File: src/rtl/fpu_pkg.sv
// Shared FPU definitions for the fadd/fmul/fdiv units.
//   - IEEE-754 single field widths, exponent bias, all-ones exponent
//   - fdiv sequencer state encoding
//   - fp32 pack/unpack helpers
// No ports: package only.
package fpu_pkg;

  localparam int EXP_W   = 8;
  localparam int MAN_W   = 23;
  localparam int BIAS    = 127;
  localparam logic [EXP_W-1:0] EXP_MAX = 8'hFF;

  // Quotient bits produced by the divider: 24 significand bits, one
  // normalisation bit (quotient of two [1,2) mantissas lies in (0.5,2)),
  // and one guard bit for rounding.
  localparam int FDIV_NQ = 26;

  typedef enum logic [1:0] {
    IDLE = 2'd0,
    CALC = 2'd1,
    NORM = 2'd2,
    DONE = 2'd3
  } fdiv_state_e;

  typedef struct packed {
    logic             sign;
    logic [EXP_W-1:0] exp;
    logic [MAN_W-1:0] man;
  } fp32_t;

  function automatic fp32_t fp_unpack(input logic [31:0] v);
    return fp32_t'(v);
  endfunction

  function automatic logic [31:0] fp_pack(input logic             s,
                                          input logic [EXP_W-1:0] e,
                                          input logic [MAN_W-1:0] m);
    return {s, e, m};
  endfunction

endpackage

File: src/rtl/fdiv_round.sv
// Combinational normalise / round / special-case stage of fdiv_seq.
//   q   [25:0] : raw restoring-division quotient (bit 25 = integer bit)
//   e1, e2     : biased exponents of dividend and divisor
//   sy         : result sign
//   z, dz      : dividend is zero / divisor is zero
//   y   [31:0] : packed single-precision result
// Round-half-up on the guard bit; no subnormals, no NaN.
module fdiv_round
  import fpu_pkg::*;
(
  input  logic [25:0] q,
  input  logic [7:0]  e1,
  input  logic [7:0]  e2,
  input  logic        sy,
  input  logic        z,
  input  logic        dz,
  output logic [31:0] y
);

  logic [23:0]       mant;
  logic              g;
  logic [24:0]       mr;
  logic [22:0]       frac;
  logic signed [9:0] e;
  logic              unused_hidden;

  // Hidden bit of the rounded mantissa is implicit in the packed format.
  assign unused_hidden = mr[23];

  always_comb begin
    mant = '0;
    g    = 1'b0;
    e    = '0;
    mr   = '0;
    frac = '0;
    y    = '0;

    // Quotient >= 1 keeps the exponent difference; < 1 borrows one.
    if (q[25]) begin
      mant = q[25:2];
      g    = q[1];
      e    = signed'({2'b00, e1} - {2'b00, e2} + 10'(BIAS));
    end else begin
      mant = q[24:1];
      g    = q[0];
      e    = signed'({2'b00, e1} - {2'b00, e2} + 10'(BIAS - 1));
    end

    mr   = {1'b0, mant} + {24'd0, g};
    frac = mr[22:0];
    // Rounding carried out of the mantissa: value is exactly 2.0.
    if (mr[24]) begin
      frac = '0;
      e    = e + 10'sd1;
    end

    if (z)
      y = fp_pack(sy, 8'h00, 23'd0);
    else if (dz)
      y = fp_pack(sy, EXP_MAX, 23'd0);
    else if (e <= 10'sd0)
      y = fp_pack(sy, 8'h00, 23'd0);
    else if (e >= 10'sd255)
      y = fp_pack(sy, EXP_MAX, 23'd0);
    else
      y = fp_pack(sy, e[7:0], frac);
  end

endmodule

File: src/rtl/fdiv_seq.sv
// Iterative single-precision divider, y = x1 / x2, restoring division
// retiring RADIX quotient bits per CALC cycle.
//   clk, rstn            : clock (rising edge), async active-low reset
//   in_valid / in_ready  : operand handshake; in_ready is high only in IDLE
//   x1, x2               : dividend, divisor (IEEE-754 single)
//   out_valid / out_ready: result handshake; y held while out_ready is low
//   y                    : quotient, updated only at the end of NORM
//   busy                 : high in CALC/NORM/DONE
// Handshake rule: a transfer happens on a rising edge where both valid
// and ready are high; valid, once raised by the producer, is held with
// stable data until that edge.
// Sequence: IDLE -> CALC (NQ/RADIX cycles) -> NORM -> DONE -> IDLE.
module fdiv_seq
  import fpu_pkg::*;
#(
  parameter int RADIX = 1
) (
  input  logic        clk,
  input  logic        rstn,
  input  logic        in_valid,
  output logic        in_ready,
  input  logic [31:0] x1,
  input  logic [31:0] x2,
  output logic        out_valid,
  input  logic        out_ready,
  output logic [31:0] y,
  output logic        busy
);

  localparam int NQ    = FDIV_NQ;
  localparam int STEPS = NQ / RADIX;
  localparam logic [4:0] CNT_INIT = 5'(STEPS);

  if ((RADIX != 1) && (RADIX != 2)) begin : g_bad_radix
    $error("fdiv_seq: RADIX must be 1 or 2");
  end

  fdiv_state_e state;

  logic        sy;
  logic        z;
  logic        dz;
  logic [7:0]  e1_r;
  logic [7:0]  e2_r;
  logic [23:0] mb;
  logic [24:0] r;
  logic [25:0] q;
  logic [4:0]  cnt;

  logic        in_ready_r;
  logic        out_valid_r;
  logic        busy_r;
  logic [31:0] y_r;

  fp32_t       a;
  fp32_t       b;
  logic [24:0] r_nx;
  logic [25:0] q_nx;
  logic [31:0] y_nx;

  assign a = fp_unpack(x1);
  assign b = fp_unpack(x2);

  // RADIX restoring steps chained in one cycle. After a subtract the
  // remainder is below mb (< 2^24), so the left shift never loses a bit.
  always_comb begin
    r_nx = r;
    q_nx = q;
    for (int i = 0; i < RADIX; i++) begin
      if (r_nx >= {1'b0, mb}) begin
        q_nx = {q_nx[24:0], 1'b1};
        r_nx = r_nx - {1'b0, mb};
      end else begin
        q_nx = {q_nx[24:0], 1'b0};
      end
      r_nx = {r_nx[23:0], 1'b0};
    end
  end

  fdiv_round u_round (
    .q  (q),
    .e1 (e1_r),
    .e2 (e2_r),
    .sy (sy),
    .z  (z),
    .dz (dz),
    .y  (y_nx)
  );

  always_ff @(posedge clk or negedge rstn) begin
    if (!rstn) begin
      state       <= IDLE;
      sy          <= 1'b0;
      z           <= 1'b0;
      dz          <= 1'b0;
      e1_r        <= '0;
      e2_r        <= '0;
      mb          <= '0;
      r           <= '0;
      q           <= '0;
      cnt         <= '0;
      in_ready_r  <= 1'b1;
      out_valid_r <= 1'b0;
      busy_r      <= 1'b0;
      y_r         <= '0;
    end else begin
      case (state)
        IDLE: begin
          if (in_valid) begin
            sy         <= a.sign ^ b.sign;
            z          <= (a.exp == 8'h00);
            dz         <= (b.exp == 8'h00);
            e1_r       <= a.exp;
            e2_r       <= b.exp;
            mb         <= {1'b1, b.man};
            r          <= {2'b01, a.man};
            q          <= '0;
            cnt        <= CNT_INIT;
            in_ready_r <= 1'b0;
            busy_r     <= 1'b1;
            state      <= CALC;
          end
        end
        CALC: begin
          r   <= r_nx;
          q   <= q_nx;
          cnt <= cnt - 5'd1;
          if (cnt == 5'd1)
            state <= NORM;
        end
        NORM: begin
          y_r         <= y_nx;
          out_valid_r <= 1'b1;
          state       <= DONE;
        end
        DONE: begin
          if (out_ready) begin
            out_valid_r <= 1'b0;
            busy_r      <= 1'b0;
            in_ready_r  <= 1'b1;
            state       <= IDLE;
          end
        end
        default: state <= IDLE;
      endcase
    end
  end

  assign in_ready  = in_ready_r;
  assign out_valid = out_valid_r;
  assign busy      = busy_r;
  assign y         = y_r;

endmodule

File: config.mk
export PLATFORM = sky130hd
export DESIGN_NAME = fdiv_seq
export DESIGN_NICKNAME = d
export VERILOG_FILES = /design/src/rtl/fpu_pkg.sv /design/src/rtl/fdiv_round.sv /design/src/rtl/fdiv_seq.sv
export SDC_FILE = /design/constraint.sdc
export NUM_CORES = 1
export LEC_CHECK = 0
export CORE_MARGIN = 2
export CORE_UTILIZATION = 30
export CTS_BUF_LIST = sky130_fd_sc_hd__clkbuf_4 sky130_fd_sc_hd__clkbuf_8 sky130_fd_sc_hd__clkbuf_16
export CTS_CLUSTER_DIAMETER = 120
export CTS_CLUSTER_SIZE = 25
export DETAILED_ROUTE_END_ITERATION = 6
export GPL_ROUTABILITY_DRIVEN = 0
export PLACE_DENSITY = 0.58
export SYNTH_ARGS = -nofsm -noshare
export SYNTH_HDL_FRONTEND = slang
export SYNTH_HIERARCHICAL = 1
export SYNTH_SLANG_ARGS = --single-unit
export TNS_END_PERCENT = 1
File: constraint.sdc
create_clock -name clk -period 15.4 [get_ports clk]
set_input_delay 3.85 -clock clk [delete_from_list [all_inputs] [get_ports clk]]
set_output_delay 3.85 -clock clk [all_outputs]
set_load 0.01 [all_outputs]
**Run 1: signal wires by layer**

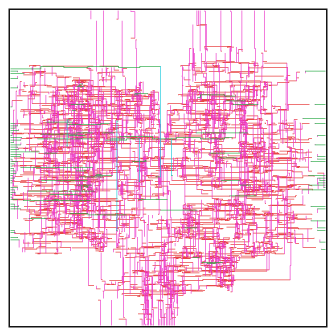
Magenta shows met2, wire length 10,800 um. Cyan shows met4, wire length 186 um. Red shows met1, wire length 11,100 um. Green shows met3, wire length 1,100 um.
vias: 7,531
Total Wirelength: 23,200 um
GRT Overall Usage: 14.4%
drt wl/cell: 15.8 um

**Run 1: placed standard cells**

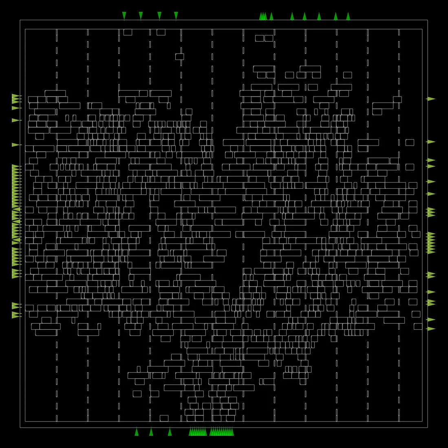
seq_cells: 136
Seq/total area: 30.2%

**Run 1: cells coloured by class**

Fill, decap, tap and diode cells in grey.
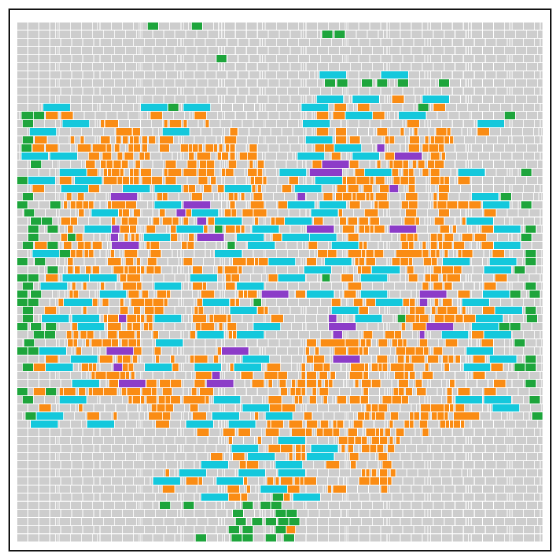
Green shows other buffers and delay cells, cells 108. Cyan shows flip-flops, cells 136. Orange shows all other logic, cells 796. Purple shows clock drivers and dummy loads, cells 32.
row count: 64
design area: 0.0113 mm2

**Run 1: pin map**

Pins as bars across the die edge, other pins in grey.
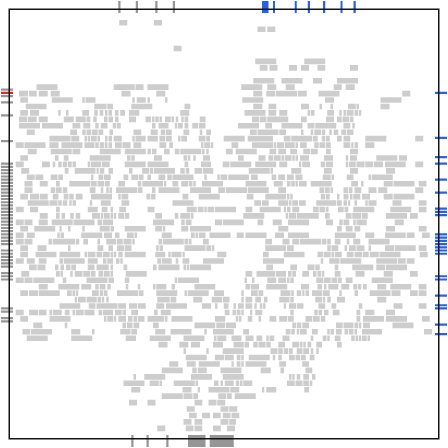
Red shows rstn, pins 1, direction input, edge left. Blue shows y, pins 32, direction output, edge 23 right, 9 top.
All pins by edge: 45 left, 23 right, 22 bottom, 13 top.
DIE WIDTH: 181 um
Die Y-Extent: 181 um

==> flow_summary_export.csv, run 1 <==
group,metric,value,unit
worst_setup_path,crit_end,"y[1]$_DFFE_PN0P_",
timing,slew_viol_final,0,
placement,hpwl,16800,um
clock_tree,postCtsHoldBufs,0,
global_routing,gr-usage-met2,23.4,%
yosys,ys_area,0.00938,mm2
finish,area_delta_synth_final,20.4,%
worst_setup_path,required,15.76,ns
worst_setup_path,path_delay_family,"simple AND/OR/NAND/NOR gates",
detailed_routing,highest_layer,"met4",
yosys,netlist.area_leader.share,36.0,%
yosys,ys_seq_share,36.3,%
timing,period_used_share,37.8,%
clock_tree,insertion_delay,0.43,ns
worst_setup_path,reg2reg_depth,15,
yosys,topCellsByArea,"dfrtp_1 (36%), mux2_2 (9.1%), ha_1 (6.0%)",
finish,drive_gt1_share,14.0,%
run,tool_warnings,32,
min_path,worstHoldStart,"mb[23]$_DFFE_PN0P_",
yosys,syn_area_per_cell,9.56,um2
detailed_routing,ant_nets,0,
yosys,ys_types,86,
timing,fin_skew,0.0128,ns
timing,tns,0,ns
detailed_routing,dr_wl_met3,1100,um
global_routing,grt_pass1_wl,38700,um
global_routing,grt_max_degree,71,
timing,hold_violations,0,
worst_setup_path,worstPathArrival,6.19,ns
global_routing,grt_pass1_vias,7424,
timing,fmax,172,MHz
clock_tree,cts_resized,0,
global_routing,grt_overflow,0,
clock_tree,post_cts_buffers,0,
clock_tree,cts_made_buffers,17,
worst_setup_path,worstSetupStartpointType,"register",
timing,hold_ws,0.447,ns
yosys,synth.most_common_cell,"dfrtp_1",
worst_setup_path,path_class,"reg -> reg",
min_path,worstHoldEndpoint,"mb[23]$_DFFE_PN0P_",
worst_setup_path,critPathMaxFanout,52,
worst_setup_path,r2r-end,"y[1]$_DFFE_PN0P_",
timing,slew_headroom,34.5,%
yosys,syn_area,0.00938,mm2
status,outcome,"finished clean",
global_routing,met1_usage,19.7,%
finish,layout_top_cell,"dfrtp_1",
min_path,hp-class,"reg -> reg",
worst_setup_path,max_stage_delay,1.01,ns
clock_tree,clock_path_buffers,2,
timing,grt_setup_unrepaired,"false",
worst_setup_path,worstSetupEndpointType,"register",
clock_tree,clkTransAtPathRegs,0.06,ns
yosys,yosysTopAreaCell,"dfrtp_1",
yosys,edf_count,0,
-- run 1: kinds of logic (layout without fill, tap and decap cells) --
logic type | after synthesis | in the layout | share of synthesized area [%]
AND-OR/OR-AND | 242 | 242 | 17.7
XOR/XNOR | 72 | 72 | 6.87
adder cells (fa/ha/maj) | 46 | 46 | 6.21
buffers and inverters | 102 | 193 | 4.53
flip-flops | 136 | 136 | 36.3
multiplexers | 113 | 113 | 13.1
AND/OR/NAND/NOR | 270 | 270 | 15.3
-- run 1: tightest hold or removal path: cells and delay by family (launching register included) --
kind	cells	cell delay [ns]
flip-flops	1	0.32
buffers and inverters	1	0.05
AND/OR/NAND/NOR	1	0.05
-- run 1: final cells by class --
type	count	area (um2)	area share, %
clock buffers	19	440	3.90
clock inverters	13	124	1.10
inverters	53	199	1.76
multi-input cells	743	5560	49.2
flip-flops and latches	136	3410	30.2
well taps	396	495	4.39
repair buffers	108	1070	9.45
-- run 1: through the flow --
step           cells  setup slack (ns)  util (%)
2_1_floorplan    981              9.79         -
3_3_place_gp    1436              9.23      35.0
3_5_place_dp    1436              9.23      35.0
4_1_cts         1468              9.49      36.8
5_1_grt         1468              9.08      36.8
6_report        1468              9.57      36.8
-- run 1: state kept, by name, indices dropped and copies added (netlist names) --
name       cells
r             25
in_ready       1
state          2
out_valid      1
sy             1
busy           1
dz             1
e2_r           8
z              1
q             26
y             32
cnt            5
mb            24
e1_r           8
==> inputs of run 2 (changes only) <==
- PLACE_DENSITY: 0.58 -> 0.6
- clock period: 15.4 -> 5.05 ns (I/O delays scaled with it)
**Run 2: signal wires by layer**

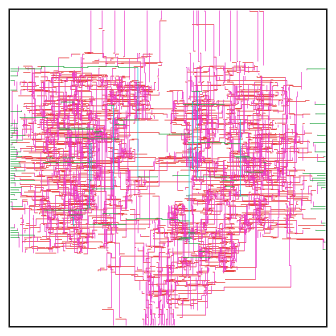
Red shows met1, wire length 11,400 um. Magenta shows met2, wire length 11,100 um. Cyan shows met4, wire length 360 um. Green shows met3, wire length 892 um.
vias: 7,621
Total Wirelength: 23,700 um
drt wl/cell: 16.0 um
GRT Overall Usage: 14.5%

**Run 2: clock wires, drivers and flops**

The bar under the picture is 50 um long.
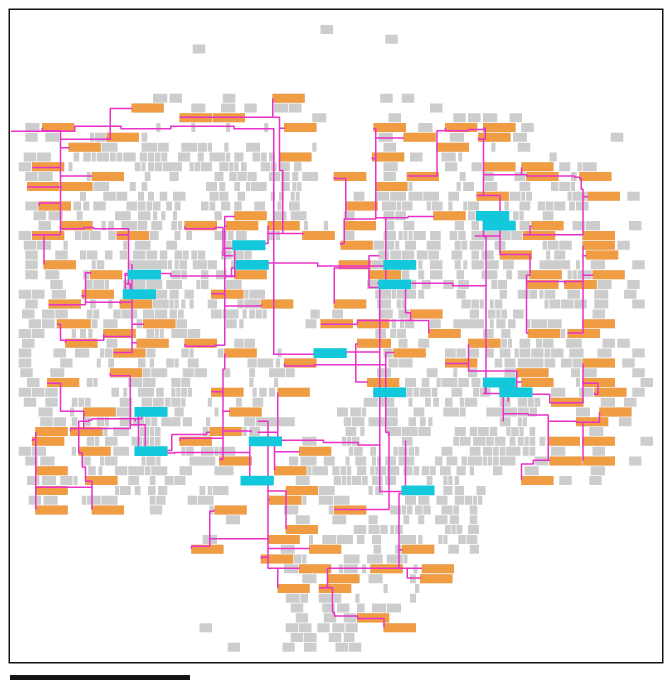
Orange shows flip-flops, count 136. Cyan shows cells driving clock nets, count 17. Magenta shows clock wires, length 2,150 um.
There are 18 routed clock nets.
later-pin clock latency in the skew report: 0.43 ns
Worst Skew: 0.0130 ns

==> flow_summary_export.csv, run 2 <==
group,metric,value,unit
global_routing,grt_max_degree,87,
placement,placedCellCount,1442,
timing,grt_setup_unrepaired,"true",
yosys,netlist.area_leader.share,36.0,%
clock_tree,cts_made_buffers,17,
finish,layout_top_cell,"dfrtp_1",
detailed_routing,highest_layer,"met4",
finish,fin_area,0.0115,mm2
timing,hold_violations,0,
yosys,syn_area_per_cell,9.56,um2
finish,drive_gt1_share,15.2,%
detailed_routing,ant_nets,0,
finish,area_delta_synth_final,22.3,%
min_path,hp-class,"reg -> reg",
global_routing,grt_pass1_wl,38600,um
global_routing,grt_pass1_vias,7527,
worst_setup_path,worstSetupEndpointType,"register",
global_routing,met1_usage,19.8,%
placement,hpwl,16600,um
placement,pre_cts_ws,0.130,ns
worst_setup_path,worstPathArrival,5.05,ns
detailed_routing,dr_wl_met3,891,um
timing,tns,0,ns
finish,fin_nets,1183,
floorplanning,num_rows,64,
yosys,yosysTopAreaCell,"dfrtp_1",
timing,hold_ws,0.446,ns
global_routing,grt_overflow,0,
yosys,syn_area,0.00938,mm2
finish,largest_reg_flops,32,
yosys,topCellsByArea,"dfrtp_1 (36%), mux2_2 (9.1%), ha_1 (6.0%)",
global_routing,gr-usage-met2,23.4,%
worst_setup_path,max_stage_delay,0.62,ns
run,tool_warnings,33,
timing,slew_viol_final,0,
yosys,edf_count,0,
timing,fmax,211,MHz
yosys,synth_warnings,6,
worst_setup_path,critPathMaxFanout,7,
yosys,ys_seq_share,36.3,%
status,outcome,"finished clean",
clock_tree,clkTransAtPathRegs,0.06,ns
worst_setup_path,required,5.36,ns
finish,finalNonFillerCells,1478,
yosys,synth.most_common_cell,"dfrtp_1",
timing,period_used_share,93.9,%
finish,postLayoutCoreUtil,37.4,%
worst_setup_path,worstSetupStartpointType,"register",
timing,slew_headroom,35.5,%
floorplanning,die_h,181,um
floorplanning,fp_util,30.6,%
run 2: path summary, 6_finish.rpt:
kind	start	end	cells past startpoint
worst max-delay path	q[25]$_DFFE_PN0P_	y[27]$_DFFE_PN0P_	15
min in group asynchronous	rstn	mb[17]$_DFFE_PN0P_	1
worst max register to register	q[25]$_DFFE_PN0P_	y[27]$_DFFE_PN0P_	15
worst min-delay path	mb[23]$_DFFE_PN0P_	mb[23]$_DFFE_PN0P_	2
max in group asynchronous	rstn	e2_r[0]$_DFFE_PN0P_	2
worst min register to register	mb[23]$_DFFE_PN0P_	mb[23]$_DFFE_PN0P_	2
run 2: cell type report:
class / instances / area [um2] / share of cell area (%)
multi-input cells: 744 / 5610 / 48.8
flip-flops and latches: 136 / 3410 / 29.7
repair buffers: 117 / 1150 / 10.0
well taps: 396 / 495 / 4.32
clock buffers: 18 / 433 / 3.77
inverters: 53 / 199 / 1.73
clock inverters: 14 / 190 / 1.66
run 2: worst max-delay path: cells and delay by family (launching register included):
family | cells | cell delay, ns
AOI/OAI and AO/OA | 4 | 0.95
xor gates and xnor gates | 1 | 0.09
adders and majority gates | 2 | 0.36
DFF | 1 | 0.44
muxes | 2 | 0.50
and+or+nand+nor | 6 | 2.27
run 2: logic make-up (layout without fill, tap and decap cells):
family | after synthesis | count (layout) | synth area share [%]
xor gates and xnor gates | 72 | 72 | 6.87
adders and majority gates | 46 | 46 | 6.21
buffers and inverters | 102 | 202 | 4.53
DFF | 136 | 136 | 36.3
AOI/OAI and AO/OA | 242 | 242 | 17.7
and+or+nand+nor | 270 | 271 | 15.3
muxes | 113 | 113 | 13.1
run 2: repair_timing:
action,in CTS,in global routing
gates resized,0,3
setup endpoints to repair,0,23
setup buffers,0,3
hold buffers,0,0
==> inputs of run 3 (changes only) <==
- CORE_MARGIN: 2 -> default
**Run 3: signal wires by layer**

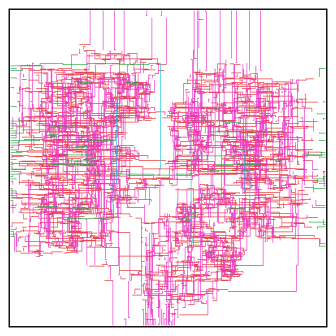
Green shows met3, wire length 924 um. Cyan shows met4, wire length 300 um. Magenta shows met2, wire length 11,500 um. Red shows met1, wire length 11,200 um.
GRT Overall Usage: 15.3%
vias: 7,718
drt wl/cell: 16.2 um
Total Wirelength: 23,900 um

**Run 3: pin map**

Pins as bars across the die edge, other pins in grey.
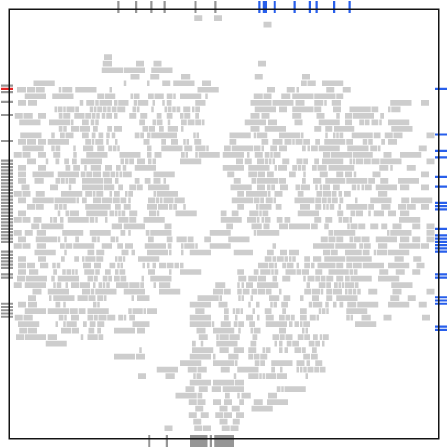
Blue shows y, pins 32, direction output, edge 23 right, 9 top. Red shows rstn, pins 1, direction input, edge left.
PortBufs: 102
Die Y-Extent: 179 um

==> flow_summary_export.csv, run 3 <==
group,metric,value,unit
status,outcome,"finished clean",
global_routing,grt_pass1_vias,7582,
yosys,yosys_most_used_dff,"dfrtp_1",
run,tool_warnings,32,
yosys,ys_types,86,
timing,period_used_share,93.5,%
timing,fmax,212,MHz
global_routing,grt_max_degree,93,
yosys,simple_gate_share,15.3,%
placement,placedCellCount,1441,
timing,fin_skew,0.0106,ns
timing,hold_violations,0,
finish,regArea,0.00341,mm2
yosys,synth.most_common_cell,"dfrtp_1",
floorplanning,die_x,179,um
finish,largest_reg_flops,32,
min_path,hp-class,"reg -> reg",
clock_tree,post_cts_buffers,0,
global_routing,grt_pass1_wl,39000,um
yosys,synthArstFlopShare,100,%
worst_setup_path,worstSetupEndpointType,"register",
finish,drive_gt1_share,15.4,%
worst_setup_path,worstSetupStartpointType,"register",
worst_setup_path,r2r-end,"y[1]$_DFFE_PN0P_",
yosys,ys_sh_mux,13.1,%
floorplanning,num_rows,64,
yosys,synth_warnings,6,
yosys,synth-adder-area-share,6.21,%
worst_setup_path,reg2reg_depth,16,
yosys,syn_area,0.00938,mm2
min_path,whs_path_depth,2,
timing,grt_setup_unrepaired,"false",
timing,slew_headroom,36.2,%
timing,tns,0,ns
timing,slew_viol_final,0,
yosys,compound_area_share,17.7,%
clock_tree,numClockSinks,136,
global_routing,antenna_found_initial,0,
floorplanning,fp_util,30.6,%
worst_setup_path,required,5.42,ns
placement,hpwl,16400,um
finish,finalNonFillerCells,1479,
yosys,netlist.area_leader.share,36.0,%
yosys,yosysTopAreaCell,"dfrtp_1",
worst_setup_path,crit_end,"y[1]$_DFFE_PN0P_",
detailed_routing,ant_nets,0,
worst_setup_path,worstPathArrival,5.09,ns
clock_tree,postCtsHoldBufs,0,
clock_tree,insertion_delay,0.43,ns
clock_tree,cts_resized,0,
finish,layout_top_cell,"dfrtp_1",
min_path,worstHoldStart,"mb[23]$_DFFE_PN0P_",
worst_setup_path,path_class,"reg -> reg",
yosys,xor_area_share,6.87,%
yosys,edf_count,0,
timing,min_period,4.72,ns
finish,logic_area,0.00568,mm2
finish,fin_nets,1184,
clock_tree,clock_path_buffers,2,
min_path,worstHoldEndpoint,"mb[23]$_DFFE_PN0P_",
clock_tree,clkTransAtPathRegs,0.07,ns
yosys,logic_family,"AND-OR/OR-AND gates",
clock_tree,cts_made_buffers,17,
global_routing,grt_overflow,0,
yosys,ys_area,0.00938,mm2
yosys,syn_area_per_cell,9.56,um2
worst_setup_path,critPathMaxFanout,6,
worst_setup_path,reg2reg_from,"q[25]$_DFFE_PN0P_",
finish,area_delta_synth_final,23.1,%
yosys,ys_seq_share,36.3,%
yosys,topCellsByArea,"dfrtp_1 (36%), mux2_2 (9.1%), ha_1 (6.0%)",
yosys,ys_cells,981,
worst_setup_path,crit_path_start,"q[25]$_DFFE_PN0P_",
## run 3: logic make-up after synthesis
logic type	after synthesis
AND-OR/OR-AND	242
XOR/XNOR	72
adder cells (fa/ha/maj)	46
buffers and inverters	102
flip-flops	136
multiplexers	113
AND/OR/NAND/NOR	270
## run 3: routing by layer
| layer | vias to the layer above | global-route usage, % | wire length, um |
|---|---|---|---|
| met5 | - | 0 | 0 |
| met3 | 23 | 2.65 | 924 |
| met1 | 3755 | 20.2 | 11200 |
| met2 | 198 | 25.7 | 11500 |
| met4 | 0 | 3.99 | 300 |
| li1 | 3742 | - | - |
## run 3: per-stage QoR
stage | utilization [%] | worst slack [ns] | hold slack (ns)
global route | 37.7 | 0.0301 | 0.486
CTS | 37.2 | 0.0311 | 0.459
global placement | 35.1 | 0.233 | 0.432
finish | 37.7 | 0.329 | 0.450
floorplan | - | 0.00850 | 0.418
detailed placement | 35.1 | 0.0557 | 0.442
## run 3: final cells by class
class / count / area share [%]
Clock buffer: 19 / 3.87
Timing Repair Buffer: 116 / 9.86
Tap cell: 396 / 4.29
Clock inverter: 13 / 1.67
Sequential cell: 136 / 29.5
Inverter: 53 / 1.72
Multi-Input combinational cell: 746 / 49.1
## run 3: critical path, cell delays in order (launching register included)
cell,delay (ns)
dfrtp_2,0.44
mux2_2,0.24
ha_1,0.17
ha_2,0.20
nand3_1,0.13
or4b_1,0.63
or3b_4,0.46
nor4b_4,0.28
buf_4,0.18
nand4_2,0.15
or3_4,0.38
nand2_1,0.07
a21oi_1,0.11
o211ai_4,0.41
nand4b_4,0.31
nor3b_1,0.31
mux2_2,0.19
